--- src/rtl/mem_port_arbiter_if.sv ---
// Bus bundle between the two requesters, the arbiter and the single-port memory.
// The slave modport is the arbiter's view; master is the requester/memory side.
interface mem_port_arbiter_if #(
  parameter int DATA_WIDTH = 16,
  parameter int ADDR_WIDTH = 11
);
  logic                  cpu_req_in;
  logic                  cpu_wr_in;
  logic [ADDR_WIDTH-1:0] cpu_addr_in;
  logic [DATA_WIDTH-1:0] cpu_data_in;
  logic [DATA_WIDTH-1:0] cpu_data_out;
  logic                  cpu_ack_out;

  logic                  host_req_in;
  logic                  host_wr_in;
  logic [ADDR_WIDTH-1:0] host_addr_in;
  logic [DATA_WIDTH-1:0] host_data_in;
  logic [DATA_WIDTH-1:0] host_data_out;
  logic                  host_ack_out;
  logic                  host_lock_in;

  logic                  mem_en_out;
  logic                  mem_wr_out;
  logic [ADDR_WIDTH-1:0] mem_addr_out;
  logic [DATA_WIDTH-1:0] mem_data_out;
  logic [DATA_WIDTH-1:0] mem_data_in;

  logic                  busy_out;

  modport slave (
    input  cpu_req_in, cpu_wr_in, cpu_addr_in, cpu_data_in,
    output cpu_data_out, cpu_ack_out,
    input  host_req_in, host_wr_in, host_addr_in, host_data_in, host_lock_in,
    output host_data_out, host_ack_out,
    output mem_en_out, mem_wr_out, mem_addr_out, mem_data_out,
    input  mem_data_in,
    output busy_out
  );

  modport master (
    output cpu_req_in, cpu_wr_in, cpu_addr_in, cpu_data_in,
    input  cpu_data_out, cpu_ack_out,
    output host_req_in, host_wr_in, host_addr_in, host_data_in, host_lock_in,
    input  host_data_out, host_ack_out,
    input  mem_en_out, mem_wr_out, mem_addr_out, mem_data_out,
    output mem_data_in,
    input  busy_out
  );
endinterface

--- src/rtl/mem_port_arbiter.sv ---
// Two-port round-robin arbiter in front of a single-port synchronous memory;
// every access is arbitrate / access / respond, and the host can lock out the CPU.
//
// state    | meaning
// ---------+--------------------------------------------------------------
// IDLE     | waiting for a request; grant and latch the winner's command
// ACC_CPU  | memory enabled with the latched CPU command
// ACC_HOST | memory enabled with the latched host command
// RSP_CPU  | cpu_ack_out strobe; read data passes through and is captured
// RSP_HOST | host_ack_out strobe; read data passes through and is captured
module mem_port_arbiter #(
  parameter int DATA_WIDTH = 16,
  parameter int ADDR_WIDTH = 11
) (
  input  logic              clock_in,
  input  logic              reset_in,
  mem_port_arbiter_if.slave bus
);

  typedef enum logic [2:0] {
    S_IDLE,
    S_ACC_CPU,
    S_ACC_HOST,
    S_RSP_CPU,
    S_RSP_HOST
  } state_t;

  state_t                state_q, state_d;
  logic                  last_host_q, last_host_d;
  logic                  wr_q, wr_d;
  logic [ADDR_WIDTH-1:0] addr_q, addr_d;
  logic [DATA_WIDTH-1:0] wdata_q, wdata_d;
  logic [DATA_WIDTH-1:0] cpu_rdata_q, cpu_rdata_d;
  logic [DATA_WIDTH-1:0] host_rdata_q, host_rdata_d;

  logic                  cpu_ok;
  logic                  grant_cpu, grant_host;
  logic                  mem_en, mem_wr;
  logic                  cpu_ack, host_ack;
  logic [DATA_WIDTH-1:0] cpu_rd, host_rd;

  assign cpu_ok = bus.cpu_req_in & ~bus.host_lock_in;

  always_ff @(posedge clock_in or negedge reset_in) begin
    if (!reset_in) begin
      state_q      <= S_IDLE;
      last_host_q  <= 1'b1;
      wr_q         <= 1'b0;
      addr_q       <= '0;
      wdata_q      <= '0;
      cpu_rdata_q  <= '0;
      host_rdata_q <= '0;
    end else begin
      state_q      <= state_d;
      last_host_q  <= last_host_d;
      wr_q         <= wr_d;
      addr_q       <= addr_d;
      wdata_q      <= wdata_d;
      cpu_rdata_q  <= cpu_rdata_d;
      host_rdata_q <= host_rdata_d;
    end
  end

  always_comb begin
    state_d      = state_q;
    last_host_d  = last_host_q;
    wr_d         = wr_q;
    addr_d       = addr_q;
    wdata_d      = wdata_q;
    cpu_rdata_d  = cpu_rdata_q;
    host_rdata_d = host_rdata_q;
    grant_cpu    = 1'b0;
    grant_host   = 1'b0;
    mem_en       = 1'b0;
    mem_wr       = 1'b0;
    cpu_ack      = 1'b0;
    host_ack     = 1'b0;
    cpu_rd       = cpu_rdata_q;
    host_rd      = host_rdata_q;

    case (state_q)
      S_IDLE: begin
        // On contention the port that did not win last time goes first.
        if (cpu_ok && bus.host_req_in) begin
          grant_cpu  = last_host_q;
          grant_host = ~last_host_q;
        end else begin
          grant_cpu  = cpu_ok;
          grant_host = bus.host_req_in;
        end
        if (grant_cpu) begin
          state_d     = S_ACC_CPU;
          last_host_d = 1'b0;
          wr_d        = bus.cpu_wr_in;
          addr_d      = bus.cpu_addr_in;
          wdata_d     = bus.cpu_data_in;
        end else if (grant_host) begin
          state_d     = S_ACC_HOST;
          last_host_d = 1'b1;
          wr_d        = bus.host_wr_in;
          addr_d      = bus.host_addr_in;
          wdata_d     = bus.host_data_in;
        end
      end
      S_ACC_CPU: begin
        mem_en  = 1'b1;
        mem_wr  = wr_q;
        state_d = S_RSP_CPU;
      end
      S_ACC_HOST: begin
        mem_en  = 1'b1;
        mem_wr  = wr_q;
        state_d = S_RSP_HOST;
      end
      S_RSP_CPU: begin
        cpu_ack = 1'b1;
        if (!wr_q) begin
          cpu_rd      = bus.mem_data_in;
          cpu_rdata_d = bus.mem_data_in;
        end
        state_d = S_IDLE;
      end
      S_RSP_HOST: begin
        host_ack = 1'b1;
        if (!wr_q) begin
          host_rd      = bus.mem_data_in;
          host_rdata_d = bus.mem_data_in;
        end
        state_d = S_IDLE;
      end
      default: state_d = S_IDLE;
    endcase
  end

  // Address/data come straight from the latches, so they hold outside ACC.
  assign bus.mem_en_out    = mem_en;
  assign bus.mem_wr_out    = mem_wr;
  assign bus.mem_addr_out  = addr_q;
  assign bus.mem_data_out  = wdata_q;
  assign bus.cpu_ack_out   = cpu_ack;
  assign bus.host_ack_out  = host_ack;
  assign bus.cpu_data_out  = cpu_rd;
  assign bus.host_data_out = host_rd;
  assign bus.busy_out      = (state_q != S_IDLE);

endmodule

--- src/flat_wrapper.sv ---
// flat-port wrapper written by rule: the top's interface ports become plain ports
module mem_port_arbiter_flat 
#(
  parameter int DATA_WIDTH = 16,
  parameter int ADDR_WIDTH = 11
)
  (clock_in, reset_in, bus_cpu_req_in, bus_cpu_wr_in, bus_cpu_addr_in, bus_cpu_data_in, bus_cpu_data_out, bus_cpu_ack_out, bus_host_req_in, bus_host_wr_in, bus_host_addr_in, bus_host_data_in, bus_host_lock_in, bus_host_data_out, bus_host_ack_out, bus_mem_en_out, bus_mem_wr_out, bus_mem_addr_out, bus_mem_data_out, bus_mem_data_in, bus_busy_out);
  mem_port_arbiter_if #(.DATA_WIDTH(DATA_WIDTH), .ADDR_WIDTH(ADDR_WIDTH)) bus_i ();
  input  logic clock_in;
  input  logic reset_in;
  input wire logic [$bits(bus_i.cpu_req_in)-1:0] bus_cpu_req_in;
  input wire logic [$bits(bus_i.cpu_wr_in)-1:0] bus_cpu_wr_in;
  input wire logic [$bits(bus_i.cpu_addr_in)-1:0] bus_cpu_addr_in;
  input wire logic [$bits(bus_i.cpu_data_in)-1:0] bus_cpu_data_in;
  output wire logic [$bits(bus_i.cpu_data_out)-1:0] bus_cpu_data_out;
  output wire logic [$bits(bus_i.cpu_ack_out)-1:0] bus_cpu_ack_out;
  input wire logic [$bits(bus_i.host_req_in)-1:0] bus_host_req_in;
  input wire logic [$bits(bus_i.host_wr_in)-1:0] bus_host_wr_in;
  input wire logic [$bits(bus_i.host_addr_in)-1:0] bus_host_addr_in;
  input wire logic [$bits(bus_i.host_data_in)-1:0] bus_host_data_in;
  input wire logic [$bits(bus_i.host_lock_in)-1:0] bus_host_lock_in;
  output wire logic [$bits(bus_i.host_data_out)-1:0] bus_host_data_out;
  output wire logic [$bits(bus_i.host_ack_out)-1:0] bus_host_ack_out;
  output wire logic [$bits(bus_i.mem_en_out)-1:0] bus_mem_en_out;
  output wire logic [$bits(bus_i.mem_wr_out)-1:0] bus_mem_wr_out;
  output wire logic [$bits(bus_i.mem_addr_out)-1:0] bus_mem_addr_out;
  output wire logic [$bits(bus_i.mem_data_out)-1:0] bus_mem_data_out;
  input wire logic [$bits(bus_i.mem_data_in)-1:0] bus_mem_data_in;
  output wire logic [$bits(bus_i.busy_out)-1:0] bus_busy_out;
  assign bus_i.cpu_req_in = bus_cpu_req_in;
  assign bus_i.cpu_wr_in = bus_cpu_wr_in;
  assign bus_i.cpu_addr_in = bus_cpu_addr_in;
  assign bus_i.cpu_data_in = bus_cpu_data_in;
  assign bus_cpu_data_out = bus_i.cpu_data_out;
  assign bus_cpu_ack_out = bus_i.cpu_ack_out;
  assign bus_i.host_req_in = bus_host_req_in;
  assign bus_i.host_wr_in = bus_host_wr_in;
  assign bus_i.host_addr_in = bus_host_addr_in;
  assign bus_i.host_data_in = bus_host_data_in;
  assign bus_i.host_lock_in = bus_host_lock_in;
  assign bus_host_data_out = bus_i.host_data_out;
  assign bus_host_ack_out = bus_i.host_ack_out;
  assign bus_mem_en_out = bus_i.mem_en_out;
  assign bus_mem_wr_out = bus_i.mem_wr_out;
  assign bus_mem_addr_out = bus_i.mem_addr_out;
  assign bus_mem_data_out = bus_i.mem_data_out;
  assign bus_i.mem_data_in = bus_mem_data_in;
  assign bus_busy_out = bus_i.busy_out;
  mem_port_arbiter #(.DATA_WIDTH(DATA_WIDTH), .ADDR_WIDTH(ADDR_WIDTH)) u_core (.clock_in(clock_in), .reset_in(reset_in), .bus(bus_i));
endmodule
--- config.mk ---
export PLATFORM = sky130hd
export DESIGN_NAME = mem_port_arbiter_flat
export DESIGN_NICKNAME = d
export VERILOG_FILES = /design/src/rtl/mem_port_arbiter_if.sv /design/src/rtl/mem_port_arbiter.sv /design/src/flat_wrapper.sv
export SDC_FILE = /design/constraint.sdc
export NUM_CORES = 1
export LEC_CHECK = 0
export CAP_MARGIN = 10
export CORE_AREA = 2 2 99 77
export DETAILED_ROUTE_END_ITERATION = 12
export DIE_AREA = 0 0 101 79
export PLACE_DENSITY = 0.8
export SYNTH_ARGS = -nofsm -noshare
export SYNTH_HDL_FRONTEND = slang
export SYNTH_SLANG_ARGS = --single-unit
export TNS_END_PERCENT = 50
--- constraint.sdc ---
create_clock -name clock_in -period 2.15 [get_ports clock_in]
set_clock_uncertainty 0.05 [all_clocks]
set_input_delay 0.215 -clock clock_in [delete_from_list [all_inputs] [get_ports clock_in]]
set_output_delay 0.215 -clock clock_in [all_outputs]
set_load 0.005 [all_outputs]
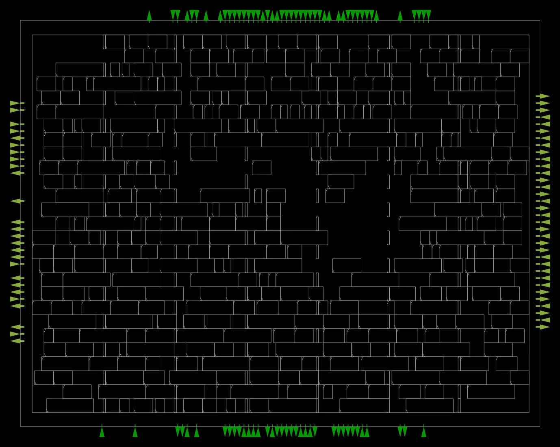
**Above:** cell outlines without signal wires.
Non-Filler Instances: 477
Seq cells: 64

==> results.sh <==
# yosys + openroad results
export IMPL_status="finished with violations"
export IMPL_violations="negative setup slack"
export IMPL_dieWidth_um=101
export IMPL_largest_class="buffers"
export IMPL_dr_max_layer_used="met4"
export IMPL_arrival_ps=1890
export IMPL_p_int_w=0.00453
export IMPL_yosys_area_top_type="dfrtp_1"
export IMPL_die_h_um=79
export IMPL_setup_tns_ps=-8.29
export IMPL_comb_cells=133
export IMPL_yosys_top_cells_area="dfrtp_1, mux2i_1, mux2_2"
export IMPL_p_leak_nw=2.34
export IMPL_place_ws_ps=76.0
export IMPL_whs_ps=388
export IMPL_edf_count=0
export IMPL_p_total_w=0.00646
export IMPL_wl_met2_mm=3.83
export IMPL_tool_warnings=28
export IMPL_nets=462
export IMPL_setup_violations=2
export IMPL_grt_setup_unrepaired="true"
export IMPL_fin_crit_ps=2160
export IMPL_critPathSlowestCell="dfrtp_1"
export IMPL_met3_length_um=472
export IMPL_fmax_ghz=0.464
export IMPL_layout_setup_ws_ps=-6.63
export IMPL_syn2layout_area_growth_pct=75.8
export IMPL_critPathLaunch="u_core.state_q[2]$_DFFE_PN0P_"
export IMPL_reg2reg_slack_ps=310
export IMPL_nFillCells=552
export IMPL_synth_distinct_cells=25
export IMPL_dr_first_iter_drc_count=54
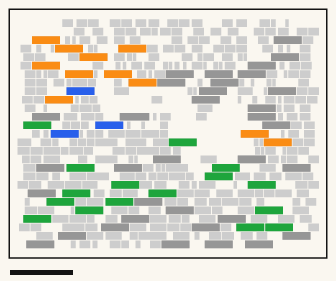
**Above:** sequential cells colored by netlist name.
Bar = 20 µm.
Key: green = u_core.host_rdata_q [placed flops 16]; blue = u_core.state_q [placed flops 3]; orange = u_core.bus.mem_addr_out [placed flops 11]
Another 34 sequential cells are not colored.

## placed cells by master, fill, tap and decap left out
master,n
a211oi_1,2
clkbuf_16,1
dfstp_2,1
nor2_1,1
buf_4,26
xnor2_1,1
dlygate4sd3_1,1
and2b_2,2
buf_2,4
clkbuf_8,10
buf_6,28
or3_4,1
clkinv_2,2
nor3b_2,2
inv_2,1
nor3b_1,1
o21ai_1,27
nand2_1,30
inv_1,1
mux2_4,32
nor2b_1,1
nand2b_4,1
dfrtp_1,63
o21ai_4,1
buf_12,6
mux2i_1,28
clkinvlp_4,1
and2_1,1
clkbuf_2,1
clkbuf_1,3
dlymetal6s2s_1,2
buf_8,2
clkdlybuf4s50_1,104
o21bai_4,1
o21ai_2,1
## what timing repair did
item	CTS	global route
pin swaps	2	4
cloned	2	0
buffers inserted	16	7
gates resized	175	28
hold endpoints to repair	63	0
hold buffers	1	0
endpoints found under the setup margin	32	34
## cells by family (layout without fill, tap and decap cells)
| family | after synthesis | count (layout) | share of synthesized area |
|---|---|---|---|
| AND-OR/OR-AND | 32 | 32 | 0.0664 |
| XOR/XNOR | 1 | 1 | 0.00318 |
| buffers and inverters | 15 | 193 | 0.0423 |
| AND/OR/NAND/NOR | 40 | 40 | 0.0732 |
| flip-flops | 64 | 64 | 0.582 |
| multiplexers | 60 | 60 | 0.233 |
## power by group through the flow
stage | Clock, W | Combinational, W | Sequential [W]
detailed placement | 0 | 0.00296 | 0.00206
CTS | 0.000910 | 0.00324 | 0.00206
global route | 0.000975 | 0.00379 | 0.00214
finish | 0.000882 | 0.00352 | 0.00206
floorplan | 0 | 0.00123 | 0.00206
global placement | 0 | 0.00289 | 0.00204
Power figures rest on the tool's default switching activity, not on a simulated workload.
